## src/rtl/alu_op_sequencer_if.sv

```systemverilog
// Request, ALU-side and result channels of the ALU op sequencer.
// The master side is the instruction source plus the ALU; the slave side is the sequencer.
interface alu_op_sequencer_if;
    logic        in_valid;
    logic        in_ready;
    logic [2:0]  in_opcode;
    logic [4:0]  in_operad;
    logic [3:0]  in_rd_reg1;
    logic [3:0]  in_rd_reg2;
    logic [2:0]  alu_opcode;
    logic [4:0]  alu_operad;
    logic [3:0]  alu_rd_reg1;
    logic [3:0]  alu_rd_reg2;
    logic        alu_start;
    logic [3:0]  alu_result;
    logic        out_valid;
    logic        out_ready;
    logic [3:0]  out_result;
    logic [2:0]  out_opcode;
    logic        busy;
    logic [15:0] op_count;

    modport master (
        output in_valid, in_opcode, in_operad, in_rd_reg1, in_rd_reg2,
        output alu_result, out_ready,
        input  in_ready, alu_opcode, alu_operad, alu_rd_reg1, alu_rd_reg2, alu_start,
        input  out_valid, out_result, out_opcode, busy, op_count
    );

    modport slave (
        input  in_valid, in_opcode, in_operad, in_rd_reg1, in_rd_reg2,
        input  alu_result, out_ready,
        output in_ready, alu_opcode, alu_operad, alu_rd_reg1, alu_rd_reg2, alu_start,
        output out_valid, out_result, out_opcode, busy, op_count
    );
endinterface

```

## src/rtl/alu_op_sequencer.sv

```systemverilog
// Queues ALU instructions, issues each with a one-cycle start strobe, waits ALU_LAT
// cycles and returns the captured result. Define ALU_SEQ_STATS_EN to enable op_count.
module alu_op_sequencer #(
    parameter int DEPTH   = 4,
    parameter int ALU_LAT = 2
) (
    input logic               clk,
    input logic               rst,
    alu_op_sequencer_if.slave bus
);
    localparam int PTR_W = (DEPTH > 1) ? $clog2(DEPTH) : 1;
    localparam int CNT_W = PTR_W + 1;
    localparam int LAT_W = (ALU_LAT > 1) ? $clog2(ALU_LAT) : 1;
    localparam logic [CNT_W-1:0] CNT_FULL = CNT_W'(DEPTH);
    localparam logic [CNT_W-1:0] CNT_ZERO = {CNT_W{1'b0}};
    localparam logic [LAT_W-1:0] LAT_LOAD = LAT_W'(ALU_LAT - 1);
    localparam logic [LAT_W-1:0] LAT_ZERO = {LAT_W{1'b0}};

    typedef enum logic [1:0] {
        ST_IDLE  = 2'd0,
        ST_ISSUE = 2'd1,
        ST_WAIT  = 2'd2,
        ST_DONE  = 2'd3
    } state_t;

    state_t           state_r;
    state_t           state_nxt_s;
    logic [15:0]      fifo_mem_r [DEPTH];
    logic [15:0]      head_s;
    logic [PTR_W-1:0] wr_ptr_r;
    logic [PTR_W-1:0] rd_ptr_r;
    logic [CNT_W-1:0] count_r;
    logic [CNT_W-1:0] count_nxt_s;
    logic [LAT_W-1:0] wait_cnt_r;
    logic             push_s;
    logic             pop_s;
    logic             capture_s;
    logic             handshake_s;
    logic             in_ready_r;
    logic             busy_r;
    logic             alu_start_r;
    logic             out_valid_r;
    logic [2:0]       alu_opcode_r;
    logic [4:0]       alu_operad_r;
    logic [3:0]       alu_rd_reg1_r;
    logic [3:0]       alu_rd_reg2_r;
    logic [3:0]       out_result_r;
    logic [2:0]       out_opcode_r;

    // in_ready is registered, so a slot freed by a pop is only offered one cycle later
    assign push_s = bus.in_valid && in_ready_r;
    assign head_s = fifo_mem_r[rd_ptr_r];

    // FSM state register
    always_ff @(posedge clk or negedge rst) begin
        if (!rst) begin
            state_r <= ST_IDLE;
        end else begin
            state_r <= state_nxt_s;
        end
    end

    // FSM next-state and per-cycle control strobes
    always_comb begin
        state_nxt_s = state_r;
        pop_s       = 1'b0;
        capture_s   = 1'b0;
        handshake_s = 1'b0;
        case (state_r)
            ST_IDLE: begin
                if (count_r != CNT_ZERO) begin
                    pop_s       = 1'b1;
                    state_nxt_s = ST_ISSUE;
                end else begin
                    state_nxt_s = ST_IDLE;
                end
            end
            ST_ISSUE: begin
                state_nxt_s = ST_WAIT;
            end
            ST_WAIT: begin
                if (wait_cnt_r == LAT_ZERO) begin
                    capture_s   = 1'b1;
                    state_nxt_s = ST_DONE;
                end else begin
                    state_nxt_s = ST_WAIT;
                end
            end
            ST_DONE: begin
                if (out_valid_r && bus.out_ready) begin
                    handshake_s = 1'b1;
                    if (count_r != CNT_ZERO) begin
                        pop_s       = 1'b1;
                        state_nxt_s = ST_ISSUE;
                    end else begin
                        state_nxt_s = ST_IDLE;
                    end
                end else begin
                    state_nxt_s = ST_DONE;
                end
            end
            default: begin
                state_nxt_s = ST_IDLE;
            end
        endcase
    end

    // FIFO occupancy after this cycle's push/pop
    always_comb begin
        count_nxt_s = count_r;
        if (push_s && !pop_s) begin
            count_nxt_s = count_r + CNT_W'(1'b1);
        end else if (!push_s && pop_s) begin
            count_nxt_s = count_r - CNT_W'(1'b1);
        end else begin
            count_nxt_s = count_r;
        end
    end

    // FIFO storage, pointers and occupancy
    always_ff @(posedge clk or negedge rst) begin
        if (!rst) begin
            for (int i = 0; i < DEPTH; i++) begin
                fifo_mem_r[i] <= 16'h0000;
            end
            wr_ptr_r <= {PTR_W{1'b0}};
            rd_ptr_r <= {PTR_W{1'b0}};
            count_r  <= CNT_ZERO;
        end else begin
            if (push_s) begin
                fifo_mem_r[wr_ptr_r] <= {bus.in_opcode, bus.in_operad, bus.in_rd_reg1, bus.in_rd_reg2};
                wr_ptr_r             <= wr_ptr_r + PTR_W'(1'b1);
            end
            if (pop_s) begin
                rd_ptr_r <= rd_ptr_r + PTR_W'(1'b1);
            end
            count_r <= count_nxt_s;
        end
    end

    // Registered status flags, computed from next-cycle state so they track it exactly
    always_ff @(posedge clk or negedge rst) begin
        if (!rst) begin
            in_ready_r <= 1'b0;
            busy_r     <= 1'b0;
        end else begin
            in_ready_r <= (count_nxt_s != CNT_FULL);
            busy_r     <= (state_nxt_s != ST_IDLE) || (count_nxt_s != CNT_ZERO);
        end
    end

    // ALU operand registers and issue strobe
    always_ff @(posedge clk or negedge rst) begin
        if (!rst) begin
            alu_opcode_r  <= 3'd0;
            alu_operad_r  <= 5'd0;
            alu_rd_reg1_r <= 4'd0;
            alu_rd_reg2_r <= 4'd0;
            alu_start_r   <= 1'b0;
        end else begin
            if (pop_s) begin
                alu_opcode_r  <= head_s[15:13];
                alu_operad_r  <= head_s[12:8];
                alu_rd_reg1_r <= head_s[7:4];
                alu_rd_reg2_r <= head_s[3:0];
            end
            alu_start_r <= (state_nxt_s == ST_ISSUE);
        end
    end

    // ALU latency countdown
    always_ff @(posedge clk or negedge rst) begin
        if (!rst) begin
            wait_cnt_r <= LAT_ZERO;
        end else if (state_r == ST_ISSUE) begin
            wait_cnt_r <= LAT_LOAD;
        end else if ((state_r == ST_WAIT) && (wait_cnt_r != LAT_ZERO)) begin
            wait_cnt_r <= wait_cnt_r - LAT_W'(1'b1);
        end
    end

    // Result capture and output-channel valid
    always_ff @(posedge clk or negedge rst) begin
        if (!rst) begin
            out_result_r <= 4'd0;
            out_opcode_r <= 3'd0;
            out_valid_r  <= 1'b0;
        end else if (capture_s) begin
            out_result_r <= bus.alu_result;
            out_opcode_r <= alu_opcode_r;
            out_valid_r  <= 1'b1;
        end else if (handshake_s) begin
            out_valid_r <= 1'b0;
        end
    end

`ifdef ALU_SEQ_STATS_EN
    logic [15:0] op_count_r;

    // Saturating count of completed result handshakes
    always_ff @(posedge clk or negedge rst) begin
        if (!rst) begin
            op_count_r <= 16'h0000;
        end else if (handshake_s && (op_count_r != 16'hFFFF)) begin
            op_count_r <= op_count_r + 16'h0001;
        end
    end

    assign bus.op_count = op_count_r;
`else
    assign bus.op_count = 16'h0000;
`endif

    assign bus.in_ready    = in_ready_r;
    assign bus.busy        = busy_r;
    assign bus.alu_opcode  = alu_opcode_r;
    assign bus.alu_operad  = alu_operad_r;
    assign bus.alu_rd_reg1 = alu_rd_reg1_r;
    assign bus.alu_rd_reg2 = alu_rd_reg2_r;
    assign bus.alu_start   = alu_start_r;
    assign bus.out_valid   = out_valid_r;
    assign bus.out_result  = out_result_r;
    assign bus.out_opcode  = out_opcode_r;
endmodule

```

## src/flat_wrapper.sv

```systemverilog
// flat-port wrapper written by rule: the top's interface ports become plain ports
module alu_op_sequencer_flat 
#(
    parameter int DEPTH   = 4,
    parameter int ALU_LAT = 2
)
  (clk, rst, bus_in_valid, bus_in_opcode, bus_in_operad, bus_in_rd_reg1, bus_in_rd_reg2, bus_alu_result, bus_out_ready, bus_in_ready, bus_alu_opcode, bus_alu_operad, bus_alu_rd_reg1, bus_alu_rd_reg2, bus_alu_start, bus_out_valid, bus_out_result, bus_out_opcode, bus_busy, bus_op_count);
  alu_op_sequencer_if bus_i ();
  input logic clk;
  input logic rst;
  input wire logic [$bits(bus_i.in_valid)-1:0] bus_in_valid;
  input wire logic [$bits(bus_i.in_opcode)-1:0] bus_in_opcode;
  input wire logic [$bits(bus_i.in_operad)-1:0] bus_in_operad;
  input wire logic [$bits(bus_i.in_rd_reg1)-1:0] bus_in_rd_reg1;
  input wire logic [$bits(bus_i.in_rd_reg2)-1:0] bus_in_rd_reg2;
  input wire logic [$bits(bus_i.alu_result)-1:0] bus_alu_result;
  input wire logic [$bits(bus_i.out_ready)-1:0] bus_out_ready;
  output wire logic [$bits(bus_i.in_ready)-1:0] bus_in_ready;
  output wire logic [$bits(bus_i.alu_opcode)-1:0] bus_alu_opcode;
  output wire logic [$bits(bus_i.alu_operad)-1:0] bus_alu_operad;
  output wire logic [$bits(bus_i.alu_rd_reg1)-1:0] bus_alu_rd_reg1;
  output wire logic [$bits(bus_i.alu_rd_reg2)-1:0] bus_alu_rd_reg2;
  output wire logic [$bits(bus_i.alu_start)-1:0] bus_alu_start;
  output wire logic [$bits(bus_i.out_valid)-1:0] bus_out_valid;
  output wire logic [$bits(bus_i.out_result)-1:0] bus_out_result;
  output wire logic [$bits(bus_i.out_opcode)-1:0] bus_out_opcode;
  output wire logic [$bits(bus_i.busy)-1:0] bus_busy;
  output wire logic [$bits(bus_i.op_count)-1:0] bus_op_count;
  assign bus_i.in_valid = bus_in_valid;
  assign bus_i.in_opcode = bus_in_opcode;
  assign bus_i.in_operad = bus_in_operad;
  assign bus_i.in_rd_reg1 = bus_in_rd_reg1;
  assign bus_i.in_rd_reg2 = bus_in_rd_reg2;
  assign bus_i.alu_result = bus_alu_result;
  assign bus_i.out_ready = bus_out_ready;
  assign bus_in_ready = bus_i.in_ready;
  assign bus_alu_opcode = bus_i.alu_opcode;
  assign bus_alu_operad = bus_i.alu_operad;
  assign bus_alu_rd_reg1 = bus_i.alu_rd_reg1;
  assign bus_alu_rd_reg2 = bus_i.alu_rd_reg2;
  assign bus_alu_start = bus_i.alu_start;
  assign bus_out_valid = bus_i.out_valid;
  assign bus_out_result = bus_i.out_result;
  assign bus_out_opcode = bus_i.out_opcode;
  assign bus_busy = bus_i.busy;
  assign bus_op_count = bus_i.op_count;
  alu_op_sequencer #(.DEPTH(DEPTH), .ALU_LAT(ALU_LAT)) u_core (.clk(clk), .rst(rst), .bus(bus_i));
endmodule
```

## config.mk

```make
export PLATFORM = sky130hd
export DESIGN_NAME = alu_op_sequencer_flat
export DESIGN_NICKNAME = d
export VERILOG_FILES = /design/src/rtl/alu_op_sequencer_if.sv /design/src/rtl/alu_op_sequencer.sv /design/src/flat_wrapper.sv
export SDC_FILE = /design/constraint.sdc
export NUM_CORES = 1
export LEC_CHECK = 0
export CAP_MARGIN = 20
export CORE_UTILIZATION = 50
export CTS_BUF_LIST = sky130_fd_sc_hd__clkbuf_8
export CTS_CLUSTER_SIZE = 12
export DETAILED_ROUTE_END_ITERATION = 7
export HOLD_SLACK_MARGIN = 0.06
export PLACE_DENSITY_LB_ADDON = 0.12
export REMOVE_ABC_BUFFERS = 1
export SETUP_SLACK_MARGIN = 0.5
export SLEW_MARGIN = 20
export SYNTH_ARGS = -nofsm -noshare
export SYNTH_HDL_FRONTEND = slang
export SYNTH_SLANG_ARGS = --single-unit
```

## constraint.sdc

```tcl
create_clock -name clk -period 2.8 [get_ports clk]
set_clock_uncertainty 0.05 [all_clocks]
set_input_delay 0.7 -clock clk [delete_from_list [all_inputs] [get_ports clk]]
set_output_delay 0.7 -clock clk [all_outputs]
set_load 0.01 [all_outputs]
```

Fig. 1: M3 wires
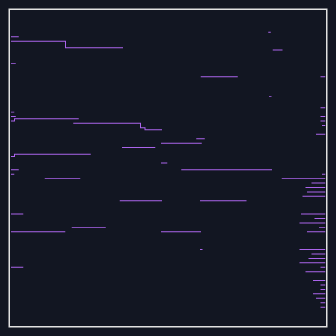
The layer holds 5.0% of the routed length. The wires run mostly horizontal. The layer carries 381 um of wire.
Total Wirelength: 7.687 mm
routing usage on met3: 0.05925

Fig. 2: cell outlines without signal wires
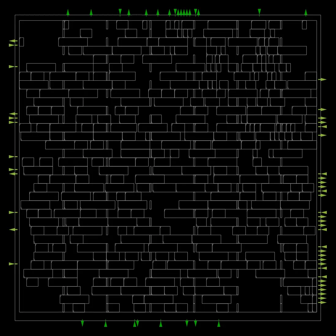
final instance count without filler cells: 475
Placement Rows: 34
core occupancy in the finished layout: 0.6149

Fig. 3: I/O nets highlighted
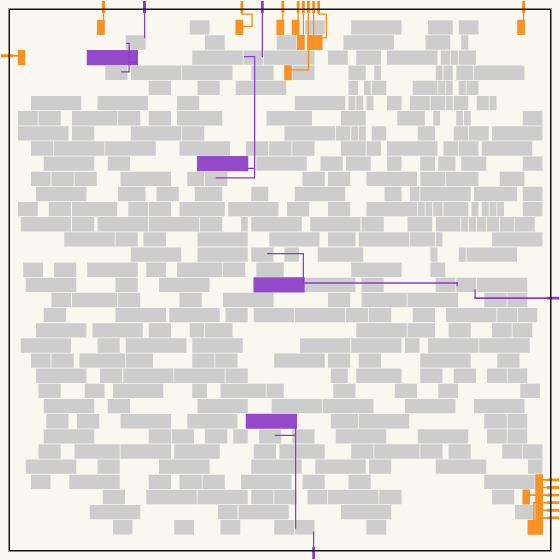
Orange is bus_op_count, bits 16, direction output, end cells 16, buffers 0, wire 66.1 um. Purple is bus_alu_rd_reg2, bits 4, direction output, end cells 4, buffers 4, wire 132 um.
ports placed on the boundary: 67
number of buffer cells added on primary ports: 50

Fig. 4: sequential cells grouped by signal name
Other sequential cells in the stronger gray, the rest of the logic in the fainter gray.
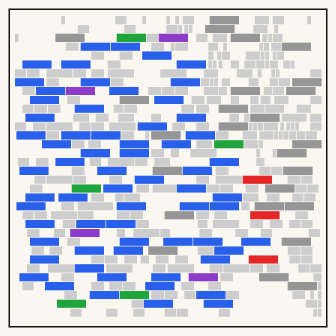
Blue is u_core.fifo_mem_r, sequential cells 64. Red is u_core.bus.alu_opcode, sequential cells 3. Purple is u_core.bus.alu_rd_reg1, sequential cells 4. Green is u_core.bus.alu_operad, sequential cells 5.
Seq group: 2.64 mW
register share of the cell area: 0.4713

Fig. 5: signal metal coverage by tile
The die is cut into 19 by 19 equal tiles; black is low, pale yellow is high, scaled to the fullest tile. Values are wire area over tile area, all layers added.
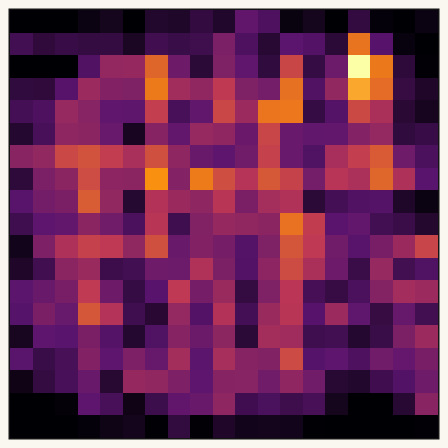
12% of the tiles are over half the peak. The mean over all tiles is 0.13. The fullest tile reaches 0.45. The densest ninth of the die: middle. 8.0% of the tiles are nearly empty.
global routing usage summed across all routing layers: 0.1801
DR WL/cell: 16.18 um
count of vias placed by the detailed router: 2577

-- synth_stat cells --
master     number
ha_1           12
nor2b_1         1
o31ai_2         1
nor3_4          1
conb_1          1
a31oi_2         1
a21o_1          3
nand2_1        17
xnor2_1         3
nor2_1          5
inv_1           8
or4b_1          1
mux2_2         87
o21ai_0         2
mux2i_1         1
dfrtp_1       101
xor2_1          2
clkbuf_1        2
buf_4          16
mux4_2         16
buf_2           9
and2_1          2
a32o_1          1
a21oi_1         4
o2bb2ai_1       1
a31oi_1         1
-- routing by layer --
layer | share of wire | global-route usage | vias to the layer above
li1 | - | - | 1153
met1 | 0.45 | 0.2285 | 1348
met2 | 0.49 | 0.2952 | 64
met3 | 0.049 | 0.05925 | 12
met4 | 0.012 | 0.05281 | 0
met5 | 0 | 0 | -
==> out/results.md <==
| Result | This run | Unit |
|---|---|---|
| Result of the run | complete, no violations | - |
| Seq pwr share | 0.417 | - |
| Number of signal-net buffers in the layout | 64 | - |
| DIE WIDTH | 96.96 | um |
| Chip area | 9400 | um^2 |
| Last element of the critical path | u_core.bus.busy$_DFF_PN0_ | - |
| Leak Pwr | 2.336 | nW |
| Cell class contributing the biggest share of worst-path delay | simple AND/OR/NAND/NOR gates | - |
| Number of flip-flops under the largest register name | 64 | - |
| Number of antenna violations at the first check in global routing | 0 | - |
| Clock tree from TritonCTS | built | - |
| Num Clock Sinks | 101 | - |
| Sw Pwr | 1.993 | mW |
| Largest stage delay on the critical path | 0.50 | ns |
| Tool warning count | 34 | - |
| Area growth from synthesis to layout | 18.96 | % |
| Critical Path Fanout Max | 4 | - |
| Data buffer area share | 0.1153 | - |
| Achievable Freq | 0.4559 | GHz |
| P per Cell Area | 1181 | nW/um^2 |
| Total buffers and inverters traversed by the critical path | 1 | - |
| Core Density at Floorplan | 0.5169 | - |
| Worst ir drop on vdd | 576.1 | uV |
| DRC viols | 0 | - |
| WP data arrival | 2.39 | ns |
| Area of all placed cells without fillers | 5363 | um^2 |
| Comb. pwr | 2.74 | mW |
| Leading post-synthesis cells by cell area | dfrtp_1, mux2_2, mux4_2 | - |
| Core area | 8721 | um^2 |
| Vias per inst | 5.425 | - |
| Clk power | 0.949 | mW |
| Number of buffers inserted during clock tree synthesis | 9 | - |
| Total cell area at the placement stage | 5127 | um^2 |
| Share of synthesized area spent on multiplexers | 0.2995 | - |
| Max-area cell class | flip-flops and latches | - |
| Worst-case setup margin in the final layout | 0.6066 | ns |
| Maximum level of the CTS H-tree | 3 | - |
| Adder-cell share of the synthesized area | 0.03331 | - |
| Dominant comb cell | multiplexers | - |
| Place WS | 0.1320 | ns |
| Netlist cell types | 26 | - |
| Series of cell instances along the critical path | inv_1 -> ha_1 -> nor2b_2 -> nor3_4 -> mux2i_1 -> xor2_1 -> or4b_1 | - |
| Count of placed standard cells including taps | 457 | - |
| Final max-slew violation count | 0 | - |
| Syn avg cell area | 15.08 | um^2 |
| Count of final setup violators | 0 | - |
| Number of multi-input combinational cells in the layout | 178 | - |
| Kind of critical path | register to register | - |
| Global route overflow | 0 | - |
| Setup TNS after final layout | 0 | ns |
| Source of the critical timing path | u_core.count_r[0]$_DFF_PN0_ | - |
| Total cells reported by yosys after synthesis | 299 | - |
| Initial DRT Pass Iterations | 4 | - |
| Vert. Die Dim | 96.96 | um |
| Count of nets left with antenna violations after detail routing | 0 | - |
| Placer congestion estimate | 0.8150 | - |
| Total of clock buffers placed in the layout | 9 | - |
| Clock latency of the later-clocked register in the worst-skew pair | 0.36 | ns |
| Largest Pwr Group | combinational cells | - |
| Top-area cell share | 0.5606 | - |
| Required time reported for the critical path endpoint | 3.00 | ns |
| CP Depth | 7 | - |
| Number of fill cells in the layout | 686 | - |
| Area leader, netlist | dfrtp_1 | - |
| Count of final hold-check violations | 0 | - |
| Slew margin rel. | 0.5359 | - |
| Number of signal-net inverters in the final layout | 8 | - |
| First-pass GRT wire length | 13.05 | mm |
| Unrepaired setup endpoints after global routing | false | - |
Power is estimated from default activity; no workload was simulated.
